## src/rtl/board_cell_painter.sv

```systemverilog
// Renders one board cell as a raster of single-cycle VGA pixel writes.
// A request latches (row, col, state, cursor); DRAW then emits CELL*CELL pixels.
module board_cell_painter #(
    parameter int ORIGIN_X = 30,
    parameter int ORIGIN_Y = 10,
    parameter int CELL     = 10,
    parameter int GRID     = 10
) (
    input  logic       CLOCK_50,
    input  logic       rst_n,
    input  logic       req_valid,
    output logic       req_ready,
    input  logic [3:0] req_row,
    input  logic [3:0] req_col,
    input  logic [1:0] req_state,
    input  logic       req_cursor,
    output logic [7:0] vga_x,
    output logic [6:0] vga_y,
    output logic [2:0] vga_colour,
    output logic       vga_plot,
    output logic       err
);

    localparam logic [7:0] LAST   = 8'(CELL - 1);
    localparam logic [4:0] GRID_L = 5'(GRID);

    typedef enum logic {IDLE, DRAW} state_t;

    state_t     fsm, fsm_nxt;
    logic [3:0] row_q, col_q;
    logic [1:0] kind_q;
    logic       cursor_q;
    logic [7:0] dx, dy, dx_nxt, dy_nxt;
    logic       take, ready_nxt, plot_nxt, err_nxt;
    logic [3:0] pix_row, pix_col;
    logic [1:0] pix_kind;
    logic       pix_cursor;
    logic [7:0] x_pix;
    logic [6:0] y_pix;
    logic [2:0] colour_pix;

    function automatic logic [2:0] interior_colour(input logic [1:0] kind);
        case (kind)
            2'd0:    interior_colour = 3'b001;
            2'd1:    interior_colour = 3'b111;
            2'd2:    interior_colour = 3'b100;
            default: interior_colour = 3'b110;
        endcase
    endfunction

    always_comb begin
        fsm_nxt    = fsm;
        dx_nxt     = dx;
        dy_nxt     = dy;
        take       = 1'b0;
        ready_nxt  = 1'b1;
        plot_nxt   = 1'b0;
        err_nxt    = 1'b0;
        pix_row    = row_q;
        pix_col    = col_q;
        pix_kind   = kind_q;
        pix_cursor = cursor_q;
        case (fsm)
            IDLE: begin
                // The first pixel comes straight from the request inputs so it
                // appears in the cycle right after the handshake.
                if (req_valid) begin
                    take       = 1'b1;
                    pix_row    = req_row;
                    pix_col    = req_col;
                    pix_kind   = req_state;
                    pix_cursor = req_cursor;
                    if ({1'b0, req_row} >= GRID_L || {1'b0, req_col} >= GRID_L) begin
                        err_nxt = 1'b1;
                    end else begin
                        fsm_nxt   = DRAW;
                        dx_nxt    = 8'd0;
                        dy_nxt    = 8'd0;
                        plot_nxt  = 1'b1;
                        ready_nxt = 1'b0;
                    end
                end
            end
            DRAW: begin
                if (dx == LAST && dy == LAST) begin
                    fsm_nxt = IDLE;
                end else begin
                    plot_nxt  = 1'b1;
                    ready_nxt = 1'b0;
                    if (dx == LAST) begin
                        dx_nxt = 8'd0;
                        dy_nxt = dy + 8'd1;
                    end else begin
                        dx_nxt = dx + 8'd1;
                    end
                end
            end
            default: fsm_nxt = IDLE;
        endcase

        // 9-bit address arithmetic, truncated to the port widths.
        x_pix = 8'(9'(ORIGIN_X) + 9'(pix_col) * 9'(CELL) + 9'(dx_nxt));
        y_pix = 7'(9'(ORIGIN_Y) + 9'(pix_row) * 9'(CELL) + 9'(dy_nxt));
        if (dx_nxt == 8'd0 || dy_nxt == 8'd0) begin
            colour_pix = pix_cursor ? 3'b010 : 3'b000;
        end else begin
            colour_pix = interior_colour(pix_kind);
        end
    end

    always_ff @(posedge CLOCK_50) begin
        if (!rst_n) begin
            fsm        <= IDLE;
            req_ready  <= 1'b1;
            vga_x      <= 8'd0;
            vga_y      <= 7'd0;
            vga_colour <= 3'd0;
            vga_plot   <= 1'b0;
            err        <= 1'b0;
        end else begin
            fsm       <= fsm_nxt;
            req_ready <= ready_nxt;
            vga_plot  <= plot_nxt;
            err       <= err_nxt;
            if (plot_nxt) begin
                vga_x      <= x_pix;
                vga_y      <= y_pix;
                vga_colour <= colour_pix;
            end
        end
    end

    always_ff @(posedge CLOCK_50) begin
        if (take) begin
            row_q    <= req_row;
            col_q    <= req_col;
            kind_q   <= req_state;
            cursor_q <= req_cursor;
        end
        dx <= dx_nxt;
        dy <= dy_nxt;
    end

endmodule

```

## config.mk

```make
export PLATFORM = sky130hd
export DESIGN_NAME = board_cell_painter
export DESIGN_NICKNAME = d
export VERILOG_FILES = /design/src/rtl/board_cell_painter.sv
export SDC_FILE = /design/constraint.sdc
export NUM_CORES = 1
export LEC_CHECK = 0
export CORE_MARGIN = 2
export CORE_UTILIZATION = 40
export CTS_CLUSTER_DIAMETER = 50
export DETAILED_ROUTE_END_ITERATION = 12
export PLACE_DENSITY = 0.62
export SYNTH_ARGS = -nofsm -noshare
export SYNTH_HDL_FRONTEND = slang
export SYNTH_SLANG_ARGS = --single-unit
```

## constraint.sdc

```tcl
create_clock -name CLOCK_50 -period 3.89 [get_ports CLOCK_50]
set_clock_uncertainty 0.1 [all_clocks]
set_input_delay 0.5835 -clock CLOCK_50 [delete_from_list [all_inputs] [get_ports CLOCK_50]]
set_output_delay 0.5835 -clock CLOCK_50 [all_outputs]
set_load 0.02 [all_outputs]
```

==> reports/results.ini <==
[pwr]
leakage_nw=1.68
power.net_switching_w=0.000527
power.internal_w=0.00110
power_frac_seq_pct=37.0
power_frac_clock_pct=23.8
power_w=0.00163
peakVddDrop_v=0.000250

[critical_path]
crit_top_cell=ha_1
critical_path_depth=15
r2r_setup_slack_ps=350
worst_r2r_path_depth=18
critPathBufInv=3
setup.worst_path.end=vga_x[7]
worstSetupStartpointType=primary input
critical_path_class=primary input to register
startpoint=req_valid
crit_chain=clkdlybuf4s50_1 > nand2b_4 > mux2i_2 > inv_1 > ha_1 > ha_1 > fa_1 > ha_1 > ha_1 > inv_1 > o21bai_1 > a21oi_2 > xnor2_1 > xnor2_1 > a211oi_1
cpMaxStageDelayCell=clkdlybuf4s50_1
rr_endpoint=vga_x[7]

[worst_hold_path]
worstHoldStart=vga_x[3]
hp-class=register to register
worstHoldEndpoint=vga_x[3]
hold_depth=2

[sta]
drv_slew=0
fin_crit_sh_pct=93.7
max_slew_margin_pct=56.6
rsz0062_at_grt=no
hold_viol_final=0
max_freq_mhz=274
worst_slack_ps=245
tightestPinTransition_ps=647

[finish]
clkbuf_count=6
clkCellAreaFrac_pct=3.19
drive_above_1_share_pct=18.3
seq_share_pct=28.3
num-multi-input-gates=229
nNonClkBuffers=78
final_cell_mix=buf_4 (44), nand2_1 (42), dfxtp_1 (35)
comb_area_um2=1680
ff_count=48
register_area_um2=1070
reg_top3=dx (8), dy (8), vga_x (8)
syn2layout_area_growth_pct=30.8

[yosys]
top_cells_by_count=nand2_1 (42), dfxtp_1 (37), inv_1 (34), ha_1 (31), a21oi_1 (19)
synth-edff-count=11
top_area_cell=dfxtp_1
floorplan.nets=373
ys_cells=324
mux_share_pct=2.46
synth_cells=324
ys.warnings.count=0
yosys-top-cells-area=dfxtp_1 (26%), ha_1 (13%), edfxtp_1 (11%)
ys.flop_type=dfxtp_1
ys_async_sr_fraction_pct=0
synth_seq_share_pct=36.9
yosys.area_share.aoi_pct=16.5
yosys-stat-area_um2=2900

[job]
drv_cap=0

[clocking]
post-cts-setup-buffers=0
cts_sinks=48
cts_hold_buf=0
cts_made_buffers=5
cts_tree=done

[floorplan]
initCoreUtil_pct=40.7
die_h_um=89.2
core_area_um2=7140
tap_cells=99
io_pins=35
chipArea_um2=7960

[global_route]
grt_use_met1_pct=27.4
overflow=0
grt_pass1_vias=2289
grt_first_pass_wirelength_um=11100

[detailed_routing]
wl_met1_um=3440
dr.max_layer_used=met4
avgViaCountPerCell=5.05
wl_met2_um=2930
wirelength_um=6690

[placed_design]
dp_cells=489
io_buffers=34
routabilityCongestion=0.869
dp_slack_ps=-210

[run_status]
status=finished, final reports clean

## stage by stage
step                      hold WS (ps)  instance area [µm²]  util [%]
after floorplan                    399                 2900         -
after global placement             341                 3630      50.9
after global routing               376                 3800      53.2
after CTS                          364                 3760      52.6
after detailed placement           344                 3630      50.9
final                              361                 3800      53.2
## power groups by stage
| stage | sequential, W | clock [W] | combinational (W) |
|---|---|---|---|
| final | 0.000602 | 0.000387 | 0.000638 |
| after global routing | 0.000609 | 0.000416 | 0.000714 |
| after CTS | 0.000601 | 0.000395 | 0.000632 |
| after detailed placement | 0.000612 | 0 | 0.000625 |
| after global placement | 0.000611 | 0 | 0.000623 |
| after floorplan | 0.000642 | 0 | 0.000347 |
==> images/layer_met2.png <==
Scale: 4 px per µm. Cells faint in the background.
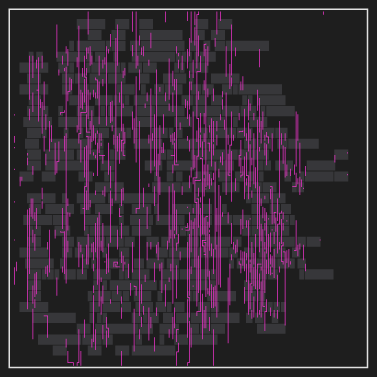
share of all routed wire: 44%
longest straight run: 40.5 µm
main direction: vertical
wire length on this layer: 2930 µm

==> images/io_placement.png <==
Scale: 3 px per µm. Pins as bars across the die edge, other pins in gray.
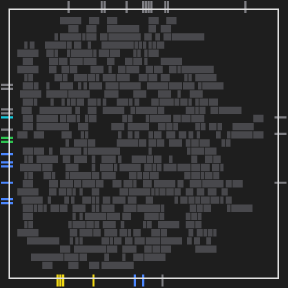
legend:
  `vga_x`:
    color: blue
    pins: 8
    direction: output
    edge: 6 left, 2 bottom
  `req_col`:
    color: yellow
    pins: 4
    direction: input
    edge: bottom
  `req_state`:
    color: green
    pins: 2
    direction: input
    edge: left
  `rst_n`:
    color: cyan
    pins: 1
    direction: input
    edge: left
all pins by edge: 14 left, 11 top, 7 bottom, 3 right

==> images/placement_by_type.png <==
Scale: 4 px per µm. Fill, decap, tap and diode cells in gray.
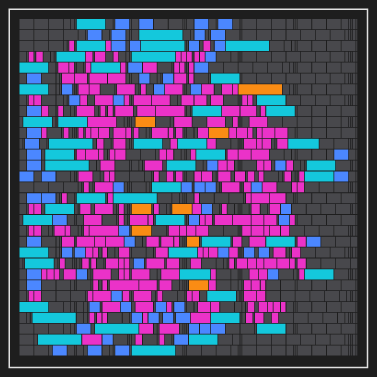
legend:
  clock drivers and dummy loads:
    color: orange
    cells: 8
    share_of_their_area: 3.3%
  remaining buffers and delay cells:
    color: blue
    cells: 78
    share_of_their_area: 18%
  combinational and other logic:
    color: magenta
    cells: 265
    share_of_their_area: 49%
  sequential cells:
    color: cyan
    cells: 48
    share_of_their_area: 29%

Power is estimated from default activity; no workload was simulated.
